--- src/rtl/fetch_unit.sv ---
// Instruction fetch stage: owns the PC, fetches one instruction per req/ack
// transaction into the IR and hands it downstream under valid/ready.
module fetch_unit #(
    parameter int unsigned   PC_W     = 8,
    parameter int unsigned   INSTR_W  = 8,
    parameter logic [PC_W-1:0] RESET_PC = '0
) (
    input  logic               clk,
    input  logic               reset_n,
    output logic               imem_req,
    output logic [PC_W-1:0]    imem_addr,
    input  logic               imem_ack,
    input  logic [INSTR_W-1:0] imem_rdata,
    output logic               instr_valid,
    input  logic               instr_ready,
    output logic [INSTR_W-1:0] ir,
    output logic [1:0]         imm_field,
    input  logic [7:0]         sext_offset,
    input  logic               branch_taken,
    input  logic               jump,
    input  logic [5:0]         jump_target,
    output logic [PC_W-1:0]    pc
);

    localparam int unsigned JT_W = 6;

    typedef enum logic [1:0] {
        IDLE  = 2'd0,
        FETCH = 2'd1,
        HOLD  = 2'd2
    } state_e;

    state_e               state_q, state_d;
    logic [PC_W-1:0]      pc_q, pc_d;
    logic [INSTR_W-1:0]   ir_q, ir_d;

    // State, PC and IR registers; reset abandons any outstanding fetch.
    always_ff @(posedge clk) begin
        if (!reset_n) begin
            state_q <= IDLE;
            pc_q    <= RESET_PC;
            ir_q    <= '0;
        end else begin
            state_q <= state_d;
            pc_q    <= pc_d;
            ir_q    <= ir_d;
        end
    end

    // Next-state, next-PC and handshake decode.
    always_comb begin
        state_d     = state_q;
        pc_d        = pc_q;
        ir_d        = ir_q;
        imem_req    = 1'b0;
        instr_valid = 1'b0;

        unique case (state_q)
            IDLE: begin
                state_d = FETCH;
            end
            FETCH: begin
                imem_req = 1'b1;
                if (imem_ack) begin
                    ir_d    = imem_rdata;
                    state_d = HOLD;
                end
            end
            HOLD: begin
                instr_valid = 1'b1;
                if (instr_ready) begin
                    state_d = FETCH;
                    // Jump replaces only the low bits; the page bits are kept.
                    if (jump) begin
                        pc_d = {pc_q[PC_W-1:JT_W], jump_target};
                    end else if (branch_taken) begin
                        pc_d = pc_q + PC_W'(1) + PC_W'(sext_offset);
                    end else begin
                        pc_d = pc_q + PC_W'(1);
                    end
                end
            end
            default: begin
                state_d = IDLE;
            end
        endcase
    end

    assign imem_addr = pc_q;
    assign pc        = pc_q;
    assign ir        = ir_q;
    assign imm_field = ir_q[1:0];

endmodule

--- config.mk ---
export PLATFORM = sky130hd
export DESIGN_NAME = fetch_unit
export DESIGN_NICKNAME = d
export VERILOG_FILES = /design/src/rtl/fetch_unit.sv
export SDC_FILE = /design/constraint.sdc
export NUM_CORES = 1
export LEC_CHECK = 0
export CORE_ASPECT_RATIO = 1.25
export CORE_MARGIN = 8
export CORE_UTILIZATION = 46
export CTS_CLUSTER_DIAMETER = 80
export CTS_CLUSTER_SIZE = 12
export DETAILED_ROUTE_END_ITERATION = 16
export GPL_TIMING_DRIVEN = 0
export PLACE_DENSITY = 0.9
export SYNTH_ARGS = -nofsm -noshare
export SYNTH_HDL_FRONTEND = slang
export SYNTH_SLANG_ARGS = --single-unit
--- constraint.sdc ---
create_clock -name clk -period 4.3 [get_ports clk]
set_input_delay 0.86 -clock clk [delete_from_list [all_inputs] [get_ports clk]]
set_output_delay 0.86 -clock clk [all_outputs]
set_load 0.02 [all_outputs]
Fig. 1: gate-type map
Scale: 6 px per um.
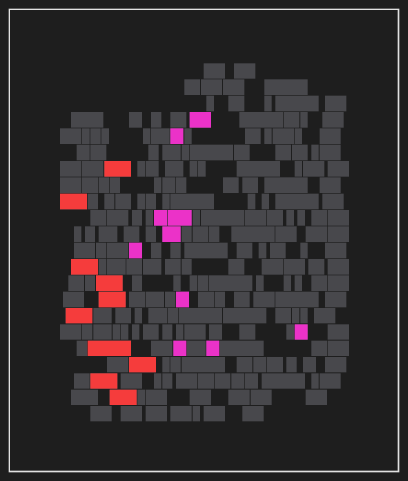
legend:
  fa/ha/maj cells:
    color: red
    cells: 10
  and/or cells:
    color: magenta
    cells: 10
    where: middle
non-filler cells in the finished layout: 266
dominant logic cell type in the layout: clkdlybuf4s50_1
Comb/total area: 0.451

Fig. 2: drive-strength map
Scale: 6 px per um.
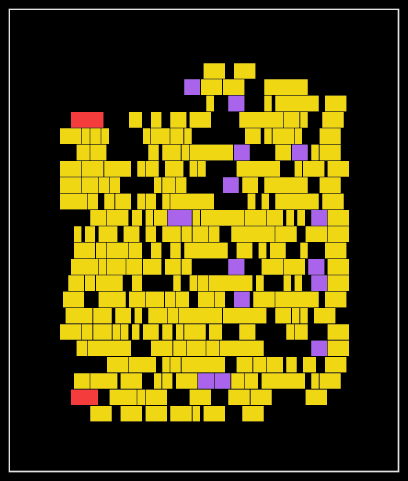
legend:
  _0 and _1 cells:
    color: yellow
    cells: 214
    share: 93%
  _3 and _4 cells:
    color: purple
    cells: 14
    share: 6.1%
  _2 cells:
    color: red
    cells: 2
    share: 0.87%
post-route cell area: 1960 um^2
nonclk buf count: 70
final worst setup slack: 1570 ps
Area Overhead vs Synth: 44.0%

==> impl_metrics.env <==
# yosys + openroad results
export IMPL_status="finished, final reports clean"
export IMPL_rsz0062_at_grt="false"
export IMPL_cp_required_ps=4470
export IMPL_worst_r2r_cell_count=9
export IMPL_grt_pass1_wl_um=6060
export IMPL_dp_cells=263
export IMPL_ys_cells=174
export IMPL_cts_inserted_buffers=3
export IMPL_ys_flops=18
export IMPL_track_usage=0.143
export IMPL_end_kind="flop"
export IMPL_drive_above_1_share=0.0696
export IMPL_adder_share=0.0975
export IMPL_synth_seq_share=0.265
export IMPL_yosys_area_top_type_share=0.265
export IMPL_crit_arrival_ps=2900
export IMPL_wl_per_cell_um=13.2
export IMPL_vdd_drop_max_mv=0.0992
export IMPL_ys_sh_aoi=0.249
export IMPL_finalSetupTns_ps=0
export IMPL_num_rows=22
export IMPL_synth_simple_area_share=0.244
export IMPL_ys_warn_count=0
export IMPL_leakage_nw=0.787
export IMPL_clk_insertion_delay_late_ps=280
export IMPL_reg2reg_slack_ps=1570
export IMPL_period_minus_slack_ps=2730
export IMPL_maxCapViolCount=0
export IMPL_drtAntennaViolNets=0
export IMPL_fin_nets=270
export IMPL_clk_pin_slew_ps=90
export IMPL_max_freq_ghz=0.366
export IMPL_syn_nets=212
export IMPL_via_per_inst=5.23
Fig. 3: nets reached from selected ports
Scale: 4 px per um.
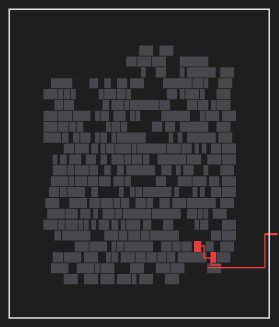
legend:
  `imem_ack`:
    color: red
    bits: 1
    direction: input
    edge: right
    end_cells: 2
    buffers: 1
    wire: 32.6 um
IO buf count: 53
io pins: 56

## registers in the layout (all words and copies together), names as in the netlist
| register | cells |
|---|---|
| state_q | 2 |
| ir | 8 |
| imem_addr | 8 |
## layout make-up
cell class                 count  area (um^2)
buffer                        17          101
clock buffer                   3         22.5
fill                         249          932
inverter                       4         15.0
multi-input combinational    135          883
sequential                    18          360
tap                           36         45.0
timing repair buffer          53          531
## critical path: stages (launching register included)
cell and delay, ps:
dfxtp_1 510, ha_1 290, nand3_1 120, xnor2_1 220, ha_1 320, a21oi_1 250
o211ai_1 150, a221oi_2 320, a21oi_1 70, or3_1 370
## power breakdown
| group | switching [mW] | internal, mW |
|---|---|---|
| logic | 0.0533 | 0.0637 |
| registers | 0.00722 | 0.173 |
| clock network | 0.0459 | 0.0324 |
## how the worst max path moves through the flow
stage,from,end,slack (ps),depth (start not counted)
after floorplan,imem_addr[0],imem_addr[7],1800,9
after global placement,sext_offset[1],imem_addr[7],1340,7
after detailed placement,sext_offset[1],imem_addr[7],1290,7
after CTS,sext_offset[1],imem_addr[7],1600,7
after global routing,imem_addr[0],imem_addr[7],1350,9
final,imem_addr[0],imem_addr[7],1570,9
## per-stage QoR
stage,worst slack (ps),hold slack (ps),power (mW),instance area [um^2]
floorplan,1800,533,0.248,1360
CTS,1600,464,0.380,1960
detailed placement,1290,451,0.302,1940
global route,1350,489,0.397,1960
global placement,1340,442,0.300,1940
finish,1570,461,0.376,1960
## cell usage in the layout, fill, tap and decap left out, drive strengths merged, types with 2 or more instances in the layout
cell	netlist	layout
a211oi	4	4
nand3	8	8
inv	4	4
dfxtp	18	18
o21a	3	3
clkdlybuf4s50	0	53
a21oi	10	10
nor2b	5	5
and2	3	3
xor2	3	3
nand3b	2	2
o31ai	3	3
and4	2	2
o211ai	3	3
buf	10	10
nand2	27	27
nand4	2	2
clkbuf	7	10
o21ai	11	11
a21boi	9	9
xnor2	5	5
nor2	8	8
a21o	2	2
or3	2	2
ha	9	9
## cells in the mapped netlist, drive strengths merged
cell type	instances
or2	1
xnor2	5
o31ai	3
nand4	2
o211ai	3
mux2i	1
nand2	27
xor2	3
nand4b	1
nand3b	2
ha	9
nand3	8
and3	1
clkbuf	7
a21oi	10
nor3	1
buf	10
a31oi	1
a21o	2
a211oi	4
fa	1
inv	4
o221ai	1
o21ai	11
or3	2
and4b	1
dfxtp	18
a221oi	1
nor3b	1
nor2	8
a21boi	9
and4	2
o21a	3
and2	3
nor2b	5
o211a	1
a211o	1
nand2b	1
## metal layers
metal	GRT usage	vias up	share of wire
met5	0	-	0
met3	0.0247	2	0.076
met4	0.0722	0	0.013
met1	0.157	618	0.43
met2	0.250	49	0.48
li1	-	723	-
## cells by family (layout without fill, tap and decap cells)
kind of cell | Yosys count | in the layout
multiplexers | 1 | 1
AND/OR/NAND/NOR | 66 | 66
AND-OR/OR-AND | 50 | 50
adder cells (fa/ha/maj) | 10 | 10
XOR/XNOR | 8 | 8
buffers and inverters | 21 | 77
flip-flops | 18 | 18
Power figures rest on the tool's default switching activity, not on a simulated workload.
